[config.mk]
export PLATFORM = sky130hd
export DESIGN_NAME = reg_file_sb_flat
export DESIGN_NICKNAME = d
export VERILOG_FILES = /design/src/rtl/reg_file_sb_if.sv /design/src/rtl/reg_file_sb.sv /design/src/flat_wrapper.sv
export SDC_FILE = /design/constraint.sdc
export NUM_CORES = 2
export LEC_CHECK = 0
export CAP_MARGIN = 15
export CORE_ASPECT_RATIO = 0.6
export CORE_MARGIN = 2
export CORE_UTILIZATION = 54
export DETAILED_ROUTE_END_ITERATION = 7
export PLACE_DENSITY = 0.75
export SETUP_SLACK_MARGIN = 0.5
export SYNTH_ARGS = -nofsm -noshare
export SYNTH_HDL_FRONTEND = slang
export SYNTH_SLANG_ARGS = --single-unit
[constraint.sdc]
create_clock -name CLK -period 11.5 [get_ports CLK]
set_input_delay 1.15 -clock CLK [delete_from_list [all_inputs] [get_ports CLK]]
set_output_delay 1.15 -clock CLK [all_outputs]
set_load 0.01 [all_outputs]
[src/rtl/reg_file_sb_if.sv]
// Decode/writeback port bundle of the scoreboarded register file.
// Decode/writeback drives as master; the register file is the slave.
interface reg_file_sb_if #(
    parameter int DATA_W = 32,
    parameter int ADDR_W = 5
);
    logic              regWr;
    logic [ADDR_W-1:0] WriteAddr;
    logic [DATA_W-1:0] WriteData;
    logic [ADDR_W-1:0] RsAddr;
    logic [ADDR_W-1:0] RtAddr;
    logic              useRs;
    logic              useRt;
    logic              claimEn;
    logic [ADDR_W-1:0] claimAddr;
    logic [DATA_W-1:0] RsData;
    logic [DATA_W-1:0] RtData;
    logic              RsBusy;
    logic              RtBusy;
    logic              stall;

    modport master (
        output regWr, WriteAddr, WriteData,
        output RsAddr, RtAddr, useRs, useRt,
        output claimEn, claimAddr,
        input  RsData, RtData, RsBusy, RtBusy, stall
    );

    modport slave (
        input  regWr, WriteAddr, WriteData,
        input  RsAddr, RtAddr, useRs, useRt,
        input  claimEn, claimAddr,
        output RsData, RtData, RsBusy, RtBusy, stall
    );
endinterface

[src/rtl/reg_file_sb.sv]
// 2R/1W register file with pending-write scoreboard, write bypass
// and optional hardwired r0; raises the decode stall on RAW / overflow.
module reg_file_sb #(
    parameter int DATA_W  = 32,
    parameter int ADDR_W  = 5,
    parameter int CNT_W   = 2,
    parameter bit ZERO_R0 = 1'b1,
    parameter bit BYPASS  = 1'b1
) (
    input logic          CLK,
    input logic          reset,
    reg_file_sb_if.slave rf
);
    localparam int DEPTH = 1 << ADDR_W;
    localparam logic [CNT_W-1:0] CNT_MAX = '1;
    localparam logic [CNT_W-1:0] CNT_ONE = CNT_W'(1);
    localparam logic [ADDR_W-1:0] ZERO_A = '0;

    logic [DATA_W-1:0] regs [DEPTH];
    logic [CNT_W-1:0]  cnt  [DEPTH];

    logic             wrValid;
    logic             wdec;
    logic             cinc;
    logic             claimFull;
    logic             rsZero;
    logic             rtZero;
    logic             clZero;
    logic [CNT_W-1:0] rsEff;
    logic [CNT_W-1:0] rtEff;
    logic [CNT_W-1:0] clEff;
    logic [DEPTH-1:0] incVec;
    logic [DEPTH-1:0] decVec;

    always_comb begin
        wrValid = rf.regWr && !(ZERO_R0 && rf.WriteAddr == ZERO_A);
        wdec    = wrValid && (cnt[rf.WriteAddr] != '0);
        rsZero  = ZERO_R0 && rf.RsAddr == ZERO_A;
        rtZero  = ZERO_R0 && rf.RtAddr == ZERO_A;
        clZero  = ZERO_R0 && rf.claimAddr == ZERO_A;

        // a retiring writeback already counts as done when bypass is on
        rsEff = cnt[rf.RsAddr];
        rtEff = cnt[rf.RtAddr];
        clEff = cnt[rf.claimAddr];
        if (BYPASS && wdec && rf.WriteAddr == rf.RsAddr)
            rsEff = rsEff - CNT_ONE;
        if (BYPASS && wdec && rf.WriteAddr == rf.RtAddr)
            rtEff = rtEff - CNT_ONE;
        if (BYPASS && wdec && rf.WriteAddr == rf.claimAddr)
            clEff = clEff - CNT_ONE;

        rf.RsBusy = !rsZero && (rsEff != '0);
        rf.RtBusy = !rtZero && (rtEff != '0);
        claimFull = rf.claimEn && !clZero && (clEff == CNT_MAX);

        rf.stall = (rf.useRs && rf.RsBusy)
                 || (rf.useRt && rf.RtBusy)
                 || claimFull;
        cinc = rf.claimEn && !rf.stall && !clZero;

        if (rsZero)
            rf.RsData = '0;
        else if (BYPASS && rf.regWr && rf.WriteAddr == rf.RsAddr)
            rf.RsData = rf.WriteData;
        else
            rf.RsData = regs[rf.RsAddr];

        if (rtZero)
            rf.RtData = '0;
        else if (BYPASS && rf.regWr && rf.WriteAddr == rf.RtAddr)
            rf.RtData = rf.WriteData;
        else
            rf.RtData = regs[rf.RtAddr];

        incVec = '0;
        decVec = '0;
        for (int i = 0; i < DEPTH; i++) begin
            incVec[i] = cinc && rf.claimAddr == ADDR_W'(i);
            decVec[i] = wdec && rf.WriteAddr == ADDR_W'(i);
        end
    end

    always_ff @(posedge CLK) begin
        if (!reset) begin
            for (int i = 0; i < DEPTH; i++) begin
                regs[i] <= '0;
                cnt[i]  <= '0;
            end
        end else begin
            if (wrValid)
                regs[rf.WriteAddr] <= rf.WriteData;
            // claim and retire on the same register cancel out
            for (int i = 0; i < DEPTH; i++) begin
                unique case (1'b1)
                    incVec[i] && !decVec[i]: cnt[i] <= cnt[i] + CNT_ONE;
                    decVec[i] && !incVec[i]: cnt[i] <= cnt[i] - CNT_ONE;
                    default: ;
                endcase
            end
        end
    end
endmodule

[src/flat_wrapper.sv]
// flat-port wrapper written by rule: the top's interface ports become plain ports
module reg_file_sb_flat 
#(
    parameter int DATA_W  = 32,
    parameter int ADDR_W  = 5,
    parameter int CNT_W   = 2,
    parameter bit ZERO_R0 = 1'b1,
    parameter bit BYPASS  = 1'b1
)
  (CLK, reset, rf_regWr, rf_WriteAddr, rf_WriteData, rf_RsAddr, rf_RtAddr, rf_useRs, rf_useRt, rf_claimEn, rf_claimAddr, rf_RsData, rf_RtData, rf_RsBusy, rf_RtBusy, rf_stall);
  reg_file_sb_if #(.DATA_W(DATA_W), .ADDR_W(ADDR_W)) rf_i ();
  input logic CLK;
  input logic reset;
  input wire logic [$bits(rf_i.regWr)-1:0] rf_regWr;
  input wire logic [$bits(rf_i.WriteAddr)-1:0] rf_WriteAddr;
  input wire logic [$bits(rf_i.WriteData)-1:0] rf_WriteData;
  input wire logic [$bits(rf_i.RsAddr)-1:0] rf_RsAddr;
  input wire logic [$bits(rf_i.RtAddr)-1:0] rf_RtAddr;
  input wire logic [$bits(rf_i.useRs)-1:0] rf_useRs;
  input wire logic [$bits(rf_i.useRt)-1:0] rf_useRt;
  input wire logic [$bits(rf_i.claimEn)-1:0] rf_claimEn;
  input wire logic [$bits(rf_i.claimAddr)-1:0] rf_claimAddr;
  output wire logic [$bits(rf_i.RsData)-1:0] rf_RsData;
  output wire logic [$bits(rf_i.RtData)-1:0] rf_RtData;
  output wire logic [$bits(rf_i.RsBusy)-1:0] rf_RsBusy;
  output wire logic [$bits(rf_i.RtBusy)-1:0] rf_RtBusy;
  output wire logic [$bits(rf_i.stall)-1:0] rf_stall;
  assign rf_i.regWr = rf_regWr;
  assign rf_i.WriteAddr = rf_WriteAddr;
  assign rf_i.WriteData = rf_WriteData;
  assign rf_i.RsAddr = rf_RsAddr;
  assign rf_i.RtAddr = rf_RtAddr;
  assign rf_i.useRs = rf_useRs;
  assign rf_i.useRt = rf_useRt;
  assign rf_i.claimEn = rf_claimEn;
  assign rf_i.claimAddr = rf_claimAddr;
  assign rf_RsData = rf_i.RsData;
  assign rf_RtData = rf_i.RtData;
  assign rf_RsBusy = rf_i.RsBusy;
  assign rf_RtBusy = rf_i.RtBusy;
  assign rf_stall = rf_i.stall;
  reg_file_sb #(.DATA_W(DATA_W), .ADDR_W(ADDR_W), .CNT_W(CNT_W), .ZERO_R0(ZERO_R0), .BYPASS(BYPASS)) u_core (.CLK(CLK), .reset(reset), .rf(rf_i));
endmodule
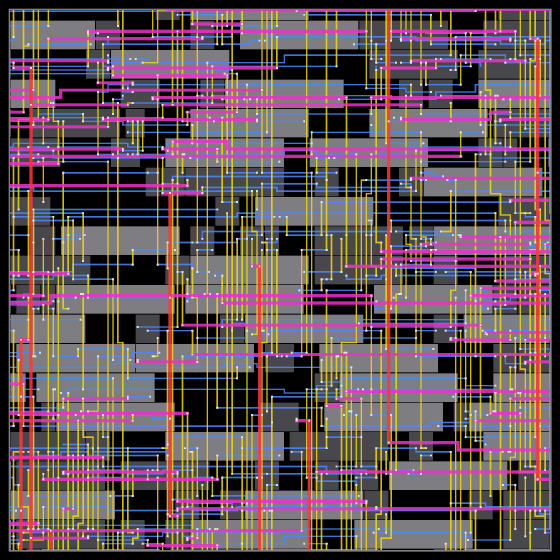
*Zoomed window*
Region (85, 174) to (135, 224) µm. Cells in gray, sequential cells in the stronger gray; small squares are vias.
M4 -> red
M3 -> magenta
M1 -> blue
M2 -> yellow
cells with their middle in the window = 102
netlist names of flops here include = u_core.regs (35)
most frequent = and2_1 (35), edfxtp_1 (35), mux4_2 (16)
sequential cells in the window = 35

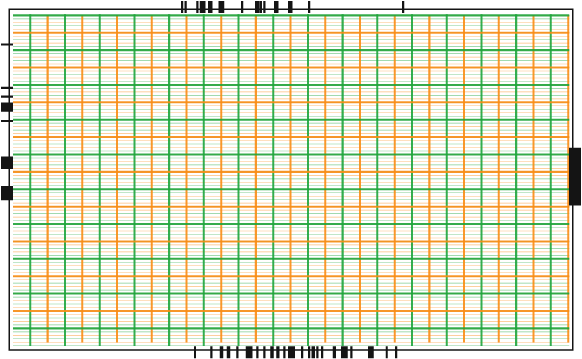
*Supply network*
Pins as bars on the die edge.
VSS -> green
VDD -> orange
met4 straps = 32
signal pins = 125
rows = 95
met5 straps = 19
met1 rails = 96
Chip Height: 265 µm
DIE WIDTH: 440 µm
peak supply drop: 0.128 mV
Core Footprint: 112000 µm²

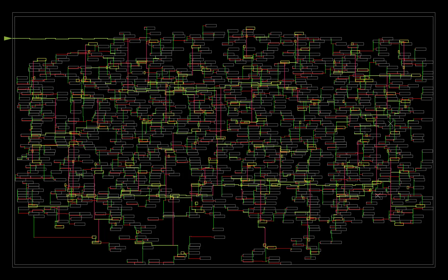
*Clock routing*
clock-net power: 3.27 mW
CLK BUF: 119
Setup Skew: 0.0359 ns
CTS sink cnt: 1088
Num CTS Buffers: 100

==> results.py <==
# Synthesis and PnR figures
metrics = {
    "outcome": {
        "outcome": "finished with violations",
        "failed_checks": "design-rule violations",
    },
    "detailed_routing": {
        "drt-wirelength-per-cell_um": 36.7,
        "firstDrtPassIters": 8,
        "wl_um": 205000,
        "remaining_drc_errors": 2,
        "dr_total_vias": 40753,
        "final_antenna_net_count": 0,
    },
    "clock_tree": {
        "clock-root-buffer": "clkbuf_16",
        "htree_levels": 3,
        "path_clk_slew_ns": 0.06,
        "cts_resized": 0,
        "cts_hold_buf": 0,
        "cts_setup_buffers": 0,
        "cts_tree": "done",
        "clkLatencyLatePin_ns": 0.74,
    },
    "yosys": {
        "yosysTopAreaCell": "edfxtp_1",
        "synth_chip_area_um2": 61500,
        "netlist_area_um2": 61500,
        "ys_seq_share_pct": 53.2,
        "synthTopCellsByCount": "edfxtp_1 (1088), and2_1 (1010), mux4_2 (671)",
        "flop_cell": "edfxtp_1",
        "synth_flops": 1088,
        "yosysMostFrequentCell": "edfxtp_1",
        "ys_cells": 4062,
        "edf_count": 1088,
        "syn-mean-instance-area_um2": 15.1,
        "yosys_warnings": 0,
        "syn_inst": 4062,
        "synthArstFlopShare_pct": 0,
    },
    "global_routing": {
        "grtUsageMet3_pct": 15.2,
        "grt_pass1_wl_um": 290000,
        "grtUsageMet1_pct": 50.6,
        "busiest_layer": "met1",
        "overflow": 0,
        "grt_util_met2_pct": 48.6,
        "grt_max_degree": 113,
        "track_usage_pct": 35.3,
    },
    "setup_path": {
        "r2r_start": "u_core.cnt[28][0]",
        "path_cells": "buf_8 > buf_4 > mux4_2 > mux4_2 > mux2_2 > nand2b_2 > nor4_4 > nor3_1 > nor2_1 > inv_1 > clkdlybuf4s50_1",
        "regToRegEndpoint": "u_core.cnt[1][0]",
        "arrival_ns": 6.04,
        "cp_slowest_cell": "buf_4",
        "reg2reg_slack_ns": 7.02,
        "cpMostUsedCell": "mux4_2",
        "crit_path_max_fanout": 76,
        "slowest_delay_ns": 0.92,
        "r2r.worst_path.cells": 9,
        "worstSetupStartpointType": "input port",
        "crit_type": "in2out",
        "cp_num_buf_inv": 4,
        "crit_family": "buffers and inverters",
        "cp-end-kind": "output pin",
    },
    "die": {
        "die_area_um2": 117000,
        "pin_count": 125,
        "rows": 95,
        "initial_core_util_pct": 54.7,
    },
    "sta": {
        "finalCritPeriodShare_pct": 62.5,
        "drv_slew": 0,
        "relSlewSlack_pct": 20.1,
        "setup_ws_ns": 4.31,
        "period_needed_ns": 7.19,
        "finalHoldViolations": 0,
        "setup_viol": 0,
        "fin_setup_tns_ns": 0,
        "worst_pin_slew_ns": 1.19,
    },
    "hold_path": {
        "min_to": "u_core.cnt[22][0]",
        "hold_depth": 1,
        "hp-start": "u_core.cnt[22][0]",
        "hold_path_class": "reg2reg",
    },
    "placement": {
        "pre_cts_ws_ns": 4.39,
        "hpwl_um": 113000,
        "port_buffers": 124,
        "gp_congestion": 0.939,
    },
    "pwr": {
        "p_per_area_nw_per_um2": 139,
        "total_power_mw": 9.41,
        "power.leakage_nw": 22.4,
    },
    "flow_run": {
        "warning_count": 33,
        "maxCapViolCount": 0,
    },
    "finish": {
        "drive_above_1_share_pct": 26.2,
        "area_growth_pct": 9.80,
    },
}
[routing by layer]
metal,vias up,wire [µm],share of wire [%]
met5,-,27,0.013
met4,4,7560,3.7
met3,510,36800,18
met2,4048,86600,42
met1,20554,73800,36
li1,15637,-,-
[layout make-up]
type / count / area (µm²)
inverters: 5 / 18.8
flip-flops and latches: 1088 / 32700
clock buffers: 119 / 2640
multi-input cells: 2567 / 27800
diodes: 14 / 35.0
fillers: 8288 / 45000
repair buffers: 226 / 2050
well taps: 1503 / 1880
clock inverters: 59 / 412
[power by group]
part / total [mW] / leakage [nW] / internal, mW / switching [mW]
registers: 4.73 / 10.4 / 4.59 / 0.143
clock network: 3.27 / 1.48 / 1.72 / 1.55
logic: 1.40 / 10.6 / 0.631 / 0.773
total: 9.41 / 22.4 / 6.94 / 2.47
[sequential cells by signal, indices dropped and copies added (netlist names)]
signal	count
u_core.cnt	64
u_core.regs	1024
[cell families after synthesis]
group	synth area share (%)
flip-flops	53.2
other	0.00610
AND-OR/OR-AND	2.80
multiplexers	26.5
AND/OR/NAND/NOR	14.1
buffers and inverters	2.82
XOR/XNOR	0.656
[worst max path at each step]
stage	slack (ns)	cells past startpoint	from	endpoint
floorplan	6.27	6	rf_WriteAddr[0]	u_core.regs[17][0]
global placement	4.43	11	rf_RsAddr[0]	rf_stall
detailed placement	4.39	11	rf_RsAddr[0]	rf_stall
CTS	4.39	11	rf_RsAddr[0]	rf_stall
global route	4.04	11	rf_RsAddr[0]	rf_stall
finish	4.31	11	rf_RsAddr[0]	rf_stall
[stage by stage]
step           cells  hold slack, ns  utilization (%)  instance area (µm²)
6_report        5581           0.725             60.0                67500
2_1_floorplan   4095           0.622                -                61600
3_3_place_gp    5388           0.689             57.3                64400
5_1_grt         5571           0.738             60.0                67400
4_1_cts         5566           0.711             60.0                67400
3_5_place_dp    5388           0.700             57.3                64400
[cell usage in the layout, fill, tap and decap left out, types with 63 or more instances in the layout]
master,instances
edfxtp_1,1088
and2_1,1010
mux4_2,671
nor2_1,133
clkdlybuf4s50_1,113
clkbuf_16,103
buf_4,103
mux2i_1,101
nand3_1,87
a211oi_1,87
nand2_1,63
[worst reg2reg max path, cell delays in order, from the launching register on]
cell and delay (ns):
edfxtp_1 0.53, nor3_1 0.12, mux4_2 0.47, or3b_1 0.35, and4_1 0.31, o31ai_1 0.45
a21boi_4 0.81, buf_4 0.65, a31o_2 0.33, nand3_1 0.13
Power figures rest on the tool's default switching activity, not on a simulated workload.
